## config.mk

```make
export PLATFORM = sky130hd
export DESIGN_NAME = param_rf
export DESIGN_NICKNAME = d
export VERILOG_FILES = /design/src/rtl/rf_pkg.sv /design/src/rtl/rf_read_port.sv /design/src/rtl/param_rf.sv
export SDC_FILE = /design/constraint.sdc
export NUM_CORES = 1
export LEC_CHECK = 0
export ABC_AREA = 1
export CAP_MARGIN = 10
export CORE_ASPECT_RATIO = 0.8
export CORE_MARGIN = 2
export CORE_UTILIZATION = 40
export DETAILED_ROUTE_END_ITERATION = 6
export PLACE_DENSITY = 0.71
export SLEW_MARGIN = 10
export SYNTH_ARGS = -nofsm -noshare
export SYNTH_HDL_FRONTEND = slang
export SYNTH_HIERARCHICAL = 1
export SYNTH_SLANG_ARGS = --single-unit
export TNS_END_PERCENT = 20
```

## constraint.sdc

```tcl
create_clock -name clk -period 1.6 [get_ports clk]
set_clock_uncertainty 0.15 [all_clocks]
set_input_delay 0.4 -clock clk [delete_from_list [all_inputs] [get_ports clk]]
set_output_delay 0.4 -clock clk [all_outputs]
set_load 0.03 [all_outputs]
```

## src/rtl/rf_pkg.sv

```systemverilog
// Shared constants and address-width helper for the parameterised register file.
package rf_pkg;
    localparam int DEF_WORD_SIZE = 16;
    localparam int DEF_NUM_REG   = 4;

    // A single-register address still needs one bit, hence the floor of 1.
    function automatic int calc_aw(input int n);
        return (n <= 2) ? 1 : $clog2(n);
    endfunction
endpackage

```

## src/rtl/rf_read_port.sv

```systemverilog
// One combinational read port: register mux, pending-based ready, write forwarding.
module rf_read_port import rf_pkg::*; #(
    parameter int WORD_SIZE = DEF_WORD_SIZE,
    parameter int NUM_REG   = DEF_NUM_REG,
    parameter int BYPASS    = 1,
    parameter int ZERO_R0   = 0,
    parameter int AW        = calc_aw(NUM_REG)
) (
    input  logic [AW-1:0]                     addr_i,
    input  logic [NUM_REG-1:0][WORD_SIZE-1:0] regs_i,
    input  logic [NUM_REG-1:0]                pend_i,
    input  logic                              wr_act_i,
    input  logic [AW-1:0]                     wr_addr_i,
    input  logic [WORD_SIZE-1:0]              wr_data_i,
    output logic [WORD_SIZE-1:0]              data_o,
    output logic                              ready_o
);
    always_comb begin
        // Out-of-range addresses fall through with zero data and ready set.
        data_o  = '0;
        ready_o = 1'b1;
        for (int r = 0; r < NUM_REG; r++) begin
            if (int'(addr_i) == r) begin
                data_o  = regs_i[r];
                ready_o = !pend_i[r];
            end
        end
        if (ZERO_R0 != 0 && addr_i == '0) begin
            data_o  = '0;
            ready_o = 1'b1;
        end
        // wr_act_i already excludes ignored writes, so forwarding never leaks them.
        if (BYPASS != 0 && wr_act_i && wr_addr_i == addr_i) begin
            data_o  = wr_data_i;
            ready_o = 1'b1;
        end
    end
endmodule

```

## src/rtl/param_rf.sv

```systemverilog
// Parameterised register file with per-register pending (scoreboard) bits.
module param_rf import rf_pkg::*; #(
    parameter int WORD_SIZE = DEF_WORD_SIZE,
    parameter int NUM_REG   = DEF_NUM_REG,
    parameter int NUM_RD    = 2,
    parameter int BYPASS    = 1,
    parameter int ZERO_R0   = 0,
    localparam int AW       = calc_aw(NUM_REG)
) (
    input  logic                        clk,
    input  logic                        reset,
    input  logic [NUM_RD*AW-1:0]        rd_addr,
    output logic [NUM_RD*WORD_SIZE-1:0] rd_data,
    output logic [NUM_RD-1:0]           rd_ready,
    input  logic                        wr_en,
    input  logic [AW-1:0]               wr_addr,
    input  logic [WORD_SIZE-1:0]        wr_data,
    input  logic                        rsv_en,
    input  logic [AW-1:0]               rsv_addr,
    output logic                        rsv_ok,
    output logic [NUM_REG-1:0]          pend
);
    logic [NUM_REG-1:0][WORD_SIZE-1:0] regs_q, regs_d;
    logic [NUM_REG-1:0]                pend_q, pend_d;
    logic                              wr_act, rsv_in, rsv_free, rsv_set;

    assign wr_act = wr_en && (int'(wr_addr) < NUM_REG) && !(ZERO_R0 != 0 && wr_addr == '0);
    assign rsv_in = int'(rsv_addr) < NUM_REG;

    always_comb begin
        rsv_free = 1'b0;
        for (int r = 0; r < NUM_REG; r++)
            if (int'(rsv_addr) == r) rsv_free = !pend_q[r];
    end

    // A register being written this cycle is about to be released, so it counts as free.
    assign rsv_ok  = rsv_en && rsv_in && (rsv_free || (wr_en && wr_addr == rsv_addr));
    assign rsv_set = rsv_ok && !(ZERO_R0 != 0 && rsv_addr == '0);

    always_comb begin
        regs_d = regs_q;
        pend_d = pend_q;
        for (int r = 0; r < NUM_REG; r++) begin
            if (wr_act && int'(wr_addr) == r) begin
                regs_d[r] = wr_data;
                pend_d[r] = 1'b0;
            end
            // Reservation is applied after the write so it wins on a collision.
            if (rsv_set && int'(rsv_addr) == r) pend_d[r] = 1'b1;
        end
    end

    always_ff @(posedge clk) begin
        if (reset) begin
            regs_q <= '0;
            pend_q <= '0;
        end else begin
            regs_q <= regs_d;
            pend_q <= pend_d;
        end
    end

    assign pend = pend_q;

    for (genvar i = 0; i < NUM_RD; i++) begin : g_rd
        rf_read_port #(
            .WORD_SIZE(WORD_SIZE),
            .NUM_REG  (NUM_REG),
            .BYPASS   (BYPASS),
            .ZERO_R0  (ZERO_R0),
            .AW       (AW)
        ) u_rp (
            .addr_i   (rd_addr[i*AW +: AW]),
            .regs_i   (regs_q),
            .pend_i   (pend_q),
            .wr_act_i (wr_act),
            .wr_addr_i(wr_addr),
            .wr_data_i(wr_data),
            .data_o   (rd_data[i*WORD_SIZE +: WORD_SIZE]),
            .ready_o  (rd_ready[i])
        );
    end
endmodule

```

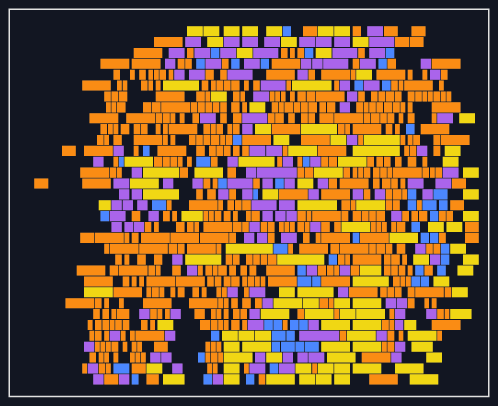
Fig. 1. Drive-strength map.
Scale: 4 px per um.
- blue: drive 2 (cells 59; share 7.3%)
- orange: drive 1 or less (cells 514; share 64%)
- purple: drive 3 to 4 (cells 127; share 16%)
- yellow: drive 6 and up (cells 103; share 13%)
Area growth, synth to finish: 63.2%
Buffers, non-clock: 182
design area: 6970 um2
setup slack after layout: -467 ps

==> impl_metrics.ini <==
; synthesis and place-and-route metrics
[status]
run_status = complete, but fails checks
failed_checks = DRC, setup timing

[synthesis]
common_cells = 222 x nand2_1, 138 x nand3_1, 68 x a21oi_1, 68 x dfxtp_1, 64 x nand4_1
topCellsByArea = dfxtp_1 32%, nand2_1 20%, nand3_1 16%
avgSynthCellArea_um2 = 6.50
synth_cells = 657
ys.flops = 68
synth-xor-area-share_pct = 1.29
synth_stat.cells = 657
postSynthSeqShare_pct = 31.9
ys_sh_simple_pct = 49.5
ys_area_um2 = 4270
synthArstFlopShare_pct = 0
yosys.area.top_type = dfxtp_1
ys_sh_adder_pct = 0
synthDominantCellAreaShare_pct = 31.9
synth_area_um2 = 4270
yosysUniqueCellTypes = 23
synth-compound-area-share_pct = 8.15
synthMuxAreaShare_pct = 0
yosysWarningCount = 6
synth_nets = 685
top_cell = nand2_1
logic_family = simple AND/OR/NAND/NOR gates
synth-edff-count = 0
ff_type = dfxtp_1

[sta]
maxSlewHeadroom_pct = 69.3
max_freq_mhz = 484
tightestPinTransition_ps = 461
period_minus_slack_ps = 2070
setup_ws_ps = -467
rsz0062_at_grt = true
finalSetupViolations = 35
timing.final.crit_share_pct = 129
hold_viol = 0
drv_slew = 0
setup_tns_ps = -14140

[place]
place.gp.congestion = 0.872
dp.cells = 903
hpwl_mm = 11.5
dpl-instance-area_um2 = 5770
pre_cts_ws_ps = -1410
port_buffers = 66

[cts]
cts.htree.levels = 3
path_clk_slew_ps = 60
worstSkewPairLatency_ps = 340
cts-root-buf = clkbuf_16
cts_buffers = 9
cts_tree = yes
clock_sinks = 68
cts_max_path_buffers = 2

[setup_path]
worst_path_most_repeated_cell = buf_6
worstSetupPathType = in -> out
crit_path_max_fanout = 5
crit_arrival_ps = 1520
start_kind = primary input
critical_path.slowest_cell = buf_6
cp-end-kind = output pin
critical_path.top_delay_family = buffers and inverters
cp_cell_sequence = buf_8 -> inv_6 -> buf_6 -> nor2_4 -> nor2_8 -> buf_12 -> buf_6 -> nand2_8 -> nand2_2 -> nand2_2 -> buf_6
required_ps = 1050
path_buffers = 6
max_stage_delay_ps = 140

[min_path]
holdCritPathClass = in -> reg

[drt]
detail-route-antenna-nets = 0
drtIter0Drc = 1116
via_per_inst = 6.36
first_pass_iters = 7
vias = 6002
routed_wl_mm = 19.9
drc = 5
wl_per_cell_um = 21.1

[power_and_ir_drop]
ir_worst_vdd_v = 0.000484
power.density_nw_per_um2 = 758
leakagePower_nw = 2.77

[final_layout]
instances_no_fill = 943
num-fill-cells = 758
diodes = 0
logic_area_um2 = 3090
nets = 827
drive_gt1_share_pct = 36.0
seqCellArea_um2 = 1360

[global_routing]
grt_usage_pct = 33.1
overflow = 0
grt_pass1_vias = 5642
grt_max_degree = 65
antenna_found_initial = 0
grt_pass1_wl_mm = 29.5

[job]
maxCapViolCount = 0
warning_count = 29

[floorplanning]
fp_util_pct = 41.4
die_w_um = 120
core-area_um2 = 10300
chipHeight_um = 96.4
num_rows = 33
dieArea_um2 = 11500
ios = 67
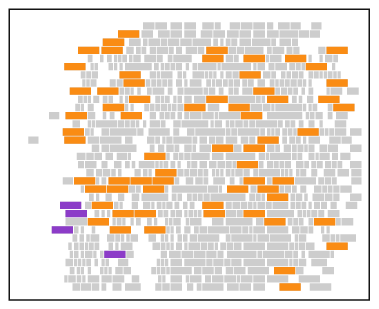
Fig. 2. Where the registers sit.
Scale: 3 px per um. Other cells in gray.
- purple: `pend` (sequential cells 4; where south-west)
- orange: `regs_q` (sequential cells 64)

## what timing repair did
action                     CTS  global route
gates cloned                10             0
gates resized              372            20
setup endpoints to repair  103            51
setup buffers               15             2
pin swaps                   56             8
hold buffers                 0             0
## state kept, by name (all words and copies together), names as in the netlist
| register | cells |
|---|---|
| regs_q | 64 |
| pend | 4 |
## metal layers
metal / track usage [%] / share of wire (%) / vias to the layer above
met4: 22.5 / 7.7 / 0
met2: 52.6 / 43 / 557
met1: 38.5 / 36 / 2729
met5: 0 / 0 / -
li1: - / - / 2558
met3: 10.8 / 13 / 158
## logic make-up (layout without fill, tap and decap cells)
family	Yosys count	count (layout)
xor gates and xnor gates	2	2
AOI/OAI and AO/OA	69	69
DFF	68	68
and+or+nand+nor	446	450
buffers and inverters	72	214
## stage by stage
| stage | util, % | power, W | hold slack (ps) |
|---|---|---|---|
| floorplan | - | 0.00250 | 302 |
| global placement | 55.9 | 0.00306 | 310 |
| detailed placement | 55.9 | 0.00308 | 316 |
| CTS | 67.0 | 0.00518 | 171 |
| global route | 67.5 | 0.00540 | 186 |
| finish | 67.5 | 0.00528 | 173 |
## layout make-up
cell class / count / area share (%)
Multi-Input combinational cell: 521 / 44.3
Timing Repair Buffer: 182 / 28.8
Sequential cell: 68 / 19.5
Clock buffer: 10 / 3.28
Tap cell: 140 / 2.51
Inverter: 17 / 1.13
Clock inverter: 5 / 0.431
## cells in the final DEF, fill, tap and decap left out, types with 7 or more instances in the layout
| master | n |
|---|---|
| inv_1 | 11 |
| clkdlybuf4s50_1 | 16 |
| nand3_1 | 122 |
| nor2_1 | 7 |
| dfxtp_1 | 68 |
| nand3_2 | 9 |
| nand2_4 | 28 |
| nand4_1 | 64 |
| nand3_4 | 9 |
| buf_12 | 20 |
| clkbuf_16 | 9 |
| a21oi_1 | 68 |
| nand2_2 | 42 |
| nand2_1 | 153 |
| buf_6 | 54 |
| buf_4 | 78 |
## worst paths after layout
path	startpoint	to	slack (ps)	cells past startpoint
worst max register to register	pend[1]	pend[2]	340	7
worst min register to register	regs_q[2]	regs_q[2]	340	2
worst max-delay path	rd_addr[2]	rd_data[18]	-470	11
worst min-delay path	reset	pend[0]	170	2
## power by group
part	internal (W)	switching (W)	total, W
combinational	0.000733	0.000948	0.00168
clock	0.00103	0.000756	0.00179
sequential	0.00175	0.0000606	0.00181
Power is estimated from default activity; no workload was simulated.
